$ cat src/rtl/mem_port_arbiter_pkg.sv
// Shared types and helpers for the unified memory-port arbiter.
// Fetch and data paths share these encodings so the owner tag routes responses.
package mem_port_arbiter_pkg;

  typedef enum logic [1:0] {
    ARB_IDLE,
    ARB_REQ,
    ARB_WAIT
  } arb_state_t;

  typedef enum logic {
    OWN_IF,
    OWN_DM
  } mem_owner_t;

  localparam logic [7:0]  FETCH_BE    = 8'hFF;
  localparam logic [63:0] FETCH_WDATA = 64'd0;

  // Pick the 32-bit instruction word out of a 64-bit beat using address bit 2.
  function automatic logic [31:0] fetch_lane(input logic [63:0] beat, input logic hi);
    return hi ? beat[63:32] : beat[31:0];
  endfunction

endpackage

$ cat src/rtl/mem_port_arbiter.sv
// Shares one single-outstanding memory port between instruction fetch and the
// MEM-stage load/store path; data has priority, fetch gets a starvation guard.
module mem_port_arbiter
  import mem_port_arbiter_pkg::*;
#(
  parameter int unsigned STARVE_MAX = 4
) (
  input  logic        clk,
  input  logic        rst,
  input  logic        if_req_i,
  input  logic [63:0] if_addr_i,
  input  logic        if_kill_i,
  output logic        if_gnt_o,
  output logic        if_rvalid_o,
  output logic [31:0] if_rdata_o,
  input  logic        dm_req_i,
  input  logic        dm_we_i,
  input  logic [63:0] dm_addr_i,
  input  logic [63:0] dm_wdata_i,
  input  logic [7:0]  dm_be_i,
  output logic        dm_gnt_o,
  output logic        dm_rvalid_o,
  output logic [63:0] dm_rdata_o,
  output logic        bus_req_o,
  output logic        bus_we_o,
  output logic [63:0] bus_addr_o,
  output logic [63:0] bus_wdata_o,
  output logic [7:0]  bus_be_o,
  input  logic        bus_gnt_i,
  input  logic        bus_rvalid_i,
  input  logic [63:0] bus_rdata_i
);

  localparam logic [3:0] STARVE_LIMIT = 4'(STARVE_MAX);

  arb_state_t  state_reg, state_next;
  mem_owner_t  owner_reg, owner_next;
  logic [3:0]  starve_cnt_reg, starve_cnt_next;
  logic        kill_reg, kill_next;
  logic        bus_we_reg, bus_we_next;
  logic [63:0] bus_addr_reg, bus_addr_next;
  logic [63:0] bus_wdata_reg, bus_wdata_next;
  logic [7:0]  bus_be_reg, bus_be_next;
  logic        if_rvalid_reg, if_rvalid_next;
  logic [31:0] if_rdata_reg, if_rdata_next;
  logic        dm_rvalid_reg, dm_rvalid_next;
  logic [63:0] dm_rdata_reg, dm_rdata_next;
  logic        sel_if;
  logic        if_drop;

  // Fetch wins only when data is idle or fetch has waited through STARVE_MAX data grants.
  assign sel_if  = if_req_i && (!dm_req_i || (starve_cnt_reg == STARVE_LIMIT));
  assign if_drop = kill_reg || if_kill_i;

  always_ff @(posedge clk) begin
    if (rst) begin
      state_reg      <= ARB_IDLE;
      owner_reg      <= OWN_DM;
      starve_cnt_reg <= 4'd0;
      kill_reg       <= 1'b0;
      bus_we_reg     <= 1'b0;
      bus_addr_reg   <= 64'd0;
      bus_wdata_reg  <= 64'd0;
      bus_be_reg     <= 8'd0;
      if_rvalid_reg  <= 1'b0;
      if_rdata_reg   <= 32'd0;
      dm_rvalid_reg  <= 1'b0;
      dm_rdata_reg   <= 64'd0;
    end else begin
      state_reg      <= state_next;
      owner_reg      <= owner_next;
      starve_cnt_reg <= starve_cnt_next;
      kill_reg       <= kill_next;
      bus_we_reg     <= bus_we_next;
      bus_addr_reg   <= bus_addr_next;
      bus_wdata_reg  <= bus_wdata_next;
      bus_be_reg     <= bus_be_next;
      if_rvalid_reg  <= if_rvalid_next;
      if_rdata_reg   <= if_rdata_next;
      dm_rvalid_reg  <= dm_rvalid_next;
      dm_rdata_reg   <= dm_rdata_next;
    end
  end

  always_comb begin
    state_next      = state_reg;
    owner_next      = owner_reg;
    starve_cnt_next = starve_cnt_reg;
    kill_next       = kill_reg;
    bus_we_next     = bus_we_reg;
    bus_addr_next   = bus_addr_reg;
    bus_wdata_next  = bus_wdata_reg;
    bus_be_next     = bus_be_reg;
    if_rvalid_next  = 1'b0;
    if_rdata_next   = if_rdata_reg;
    dm_rvalid_next  = 1'b0;
    dm_rdata_next   = dm_rdata_reg;
    bus_req_o       = 1'b0;
    if_gnt_o        = 1'b0;
    dm_gnt_o        = 1'b0;

    case (state_reg)
      ARB_IDLE: begin
        if (if_req_i || dm_req_i) begin
          state_next = ARB_REQ;
          if (sel_if) begin
            owner_next      = OWN_IF;
            bus_we_next     = 1'b0;
            bus_addr_next   = if_addr_i;
            bus_wdata_next  = FETCH_WDATA;
            bus_be_next     = FETCH_BE;
            starve_cnt_next = 4'd0;
          end else begin
            owner_next     = OWN_DM;
            bus_we_next    = dm_we_i;
            bus_addr_next  = dm_addr_i;
            bus_wdata_next = dm_wdata_i;
            bus_be_next    = dm_be_i;
            if (if_req_i && (starve_cnt_reg != STARVE_LIMIT)) begin
              starve_cnt_next = starve_cnt_reg + 4'd1;
            end
          end
        end
      end

      ARB_REQ: begin
        bus_req_o = 1'b1;
        if (bus_gnt_i) begin
          state_next = ARB_WAIT;
          if_gnt_o   = (owner_reg == OWN_IF);
          dm_gnt_o   = (owner_reg == OWN_DM);
        end
        if ((owner_reg == OWN_IF) && if_kill_i) begin
          kill_next = 1'b1;
        end
      end

      ARB_WAIT: begin
        if (bus_rvalid_i) begin
          state_next = ARB_IDLE;
          kill_next  = 1'b0;
          if (owner_reg == OWN_DM) begin
            dm_rvalid_next = 1'b1;
            dm_rdata_next  = bus_rdata_i;
          end else if (!if_drop) begin
            // A kill arriving with the response still drops it.
            if_rvalid_next = 1'b1;
            if_rdata_next  = fetch_lane(bus_rdata_i, bus_addr_reg[2]);
          end
        end else if ((owner_reg == OWN_IF) && if_kill_i) begin
          kill_next = 1'b1;
        end
      end

      default: begin
        state_next = ARB_IDLE;
      end
    endcase
  end

  assign bus_we_o    = bus_we_reg;
  assign bus_addr_o  = bus_addr_reg;
  assign bus_wdata_o = bus_wdata_reg;
  assign bus_be_o    = bus_be_reg;
  assign if_rvalid_o = if_rvalid_reg;
  assign if_rdata_o  = if_rdata_reg;
  assign dm_rvalid_o = dm_rvalid_reg;
  assign dm_rdata_o  = dm_rdata_reg;

endmodule

$ cat config.mk
export PLATFORM = sky130hd
export DESIGN_NAME = mem_port_arbiter
export DESIGN_NICKNAME = d
export VERILOG_FILES = /design/src/rtl/mem_port_arbiter_pkg.sv /design/src/rtl/mem_port_arbiter.sv
export SDC_FILE = /design/constraint.sdc
export NUM_CORES = 1
export LEC_CHECK = 0
export CORE_AREA = 2 2 199 201
export CTS_CLUSTER_DIAMETER = 150
export DETAILED_ROUTE_END_ITERATION = 12
export DIE_AREA = 0 0 201 203
export PLACE_DENSITY_LB_ADDON = 0.1
export SETUP_SLACK_MARGIN = 0.3
export SYNTH_ARGS = -nofsm -noshare
export SYNTH_HDL_FRONTEND = slang
export SYNTH_SLANG_ARGS = --single-unit
$ cat constraint.sdc
create_clock -name clk -period 2.15 [get_ports clk]
set_clock_uncertainty 0.2 [all_clocks]
set_input_delay 0.43 -clock clk [delete_from_list [all_inputs] [get_ports clk]]
set_output_delay 0.43 -clock clk [all_outputs]
set_load 0.01 [all_outputs]
==> images/final_clocks.png <==
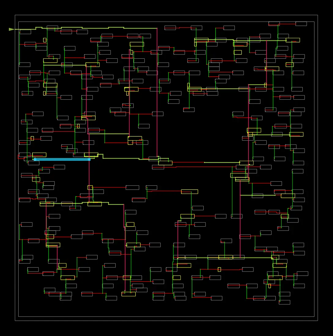
worst skew pair latency: 0.56 ns
total CTS buffers: 31
Flops: 243
clk pwr: 5.32 mW

==> images/pdn.png <==
Scale: 2 px per µm. Pins as bars on the die edge.
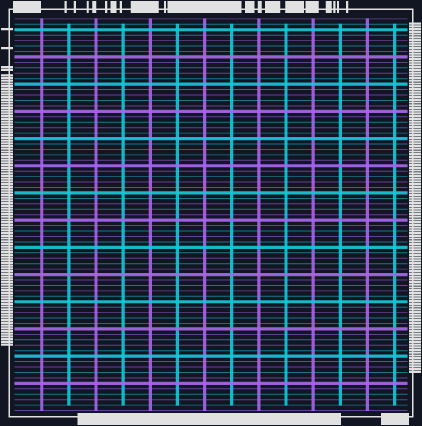
VDD -> cyan
VSS -> purple
met4 straps = 14
met1 rails = 73
signal pins = 510
met5 straps = 14

==> impl_metrics.json <==
{
  "power_leakage_nw": 7.71,
  "cts_num_sinks": 243,
  "placed_area_um2": 16300,
  "status": "finished clean",
  "path_max_fanout": 4,
  "cts.path.max_buffers": 3,
  "rr_worst_depth": 9,
  "yosysTopAreaCell": "dfxtp_1",
  "powerDensity_nw_per_um2": 910,
  "ys_sh_mux": 0.0308,
  "gr-total-overflow": 0,
  "cpPeakStageDelay_ns": 0.38,
  "yosys_area_um2": 10400,
  "cts_tree": "built",
  "ys_seq_frac": 0.468,
  "first_pass_iters": 7,
  "yosysWarningCount": 0,
  "warnings": 39,
  "post_synth.cell_area_avg_um2": 8.49,
  "crit_arrival_ns": 1.41,
  "antenna_found_initial": 8,
  "period_used_share": 0.948,
  "worstPathCellList": "ha_4, and3_4, buf_6",
  "syn_area_um2": 10400,
  "async_flop_share": 0,
  "critPathLaunchType": "flip-flop"
}
## synthesized netlist by cell type, types with 4 or more instances
master,instances
buf_6,4
ha_1,7
and4b_1,53
o211ai_1,12
buf_4,16
nand4_1,67
inv_1,7
clkbuf_1,72
a21oi_1,165
nand2_1,197
a31oi_1,13
a211oi_1,53
or3_1,33
mux2i_1,32
o21ai_0,96
buf_1,8
dfxtp_1,243
buf_2,39
o221a_2,8
nor3_1,54
nand2b_1,4
nand3_1,15
## kinds of logic after synthesis
group	count (synthesis)
muxes	32
buffers and inverters	147
and+or+nand+nor	441
AOI/OAI and AO/OA	353
adders and majority gates	7
DFF	243
## critical path, delay by kind of cell, from the launching register on
| kind | cells | cell delay (ns) |
|---|---|---|
| adder cells (fa/ha/maj) | 1 | 0.19 |
| buffers and inverters | 1 | 0.10 |
| flip-flops | 1 | 0.38 |
| AND/OR/NAND/NOR | 1 | 0.19 |
## stage by stage
step                power, mW  instances  setup WS, ns
floorplan                7.46       1223         0.359
global placement         10.1       2170       -0.0930
detailed placement       10.1       2170       -0.0930
CTS                      15.3       2233        0.0786
global route             18.2       2301        0.0652
finish                   17.4       2302         0.111
## report_power, final
part / total [mW] / switching [mW] / internal [mW]
registers: 5.48 / 0.399 / 5.08
clock network: 5.32 / 2.09 / 3.23
logic: 6.65 / 3.28 / 3.37
## final timing paths
path / startpoint / to / slack (ns)
max: state_reg[0] / dm_gnt_o / 0.11
min: dm_req_i / starve_cnt_reg[3] / 0.08
max reg2reg: state_reg[1] / bus_be_o[1] / 0.17
min reg2reg: bus_wdata_o[51] / bus_wdata_o[51] / 0.25
## placed cells by master, fill, tap and decap left out, types with 47 or more instances in the layout
| cell type | n |
|---|---|
| clkdlybuf4s15_1 | 69 |
| nand4_1 | 67 |
| a21oi_1 | 122 |
| dlygate4sd2_1 | 95 |
| clkbuf_16 | 54 |
| dfxtp_1 | 232 |
| nand2_1 | 159 |
| clkdlybuf4s50_1 | 268 |
| buf_4 | 47 |
| clkbuf_2 | 51 |
| and4b_1 | 53 |
## area by class of cell
class                   instances  area (µm²)
clock inverters                 8         101
diodes                          7        17.5
well taps                     518         648
inverters                       7        26.3
fillers                      3746       19300
repair buffers                637        6740
clock buffers                  49         943
flip-flops and latches        243        4890
multi-input cells             833        5800
## timing repair
item	in CTS	in global routing
gates resized	361	438
endpoints found under the setup margin	329	310
pin swaps	2	74
setup buffers	3	27
gates cloned	3	35
hold buffers	0	0
## layer usage
metal / wire length [µm] / global-route usage
met1: 21200 / 0.260
met2: 24300 / 0.348
met5: 49 / 0.00714
met3: 3660 / 0.0658
met4: 1400 / 0.0664
Power figures rest on the tool's default switching activity, not on a simulated workload.
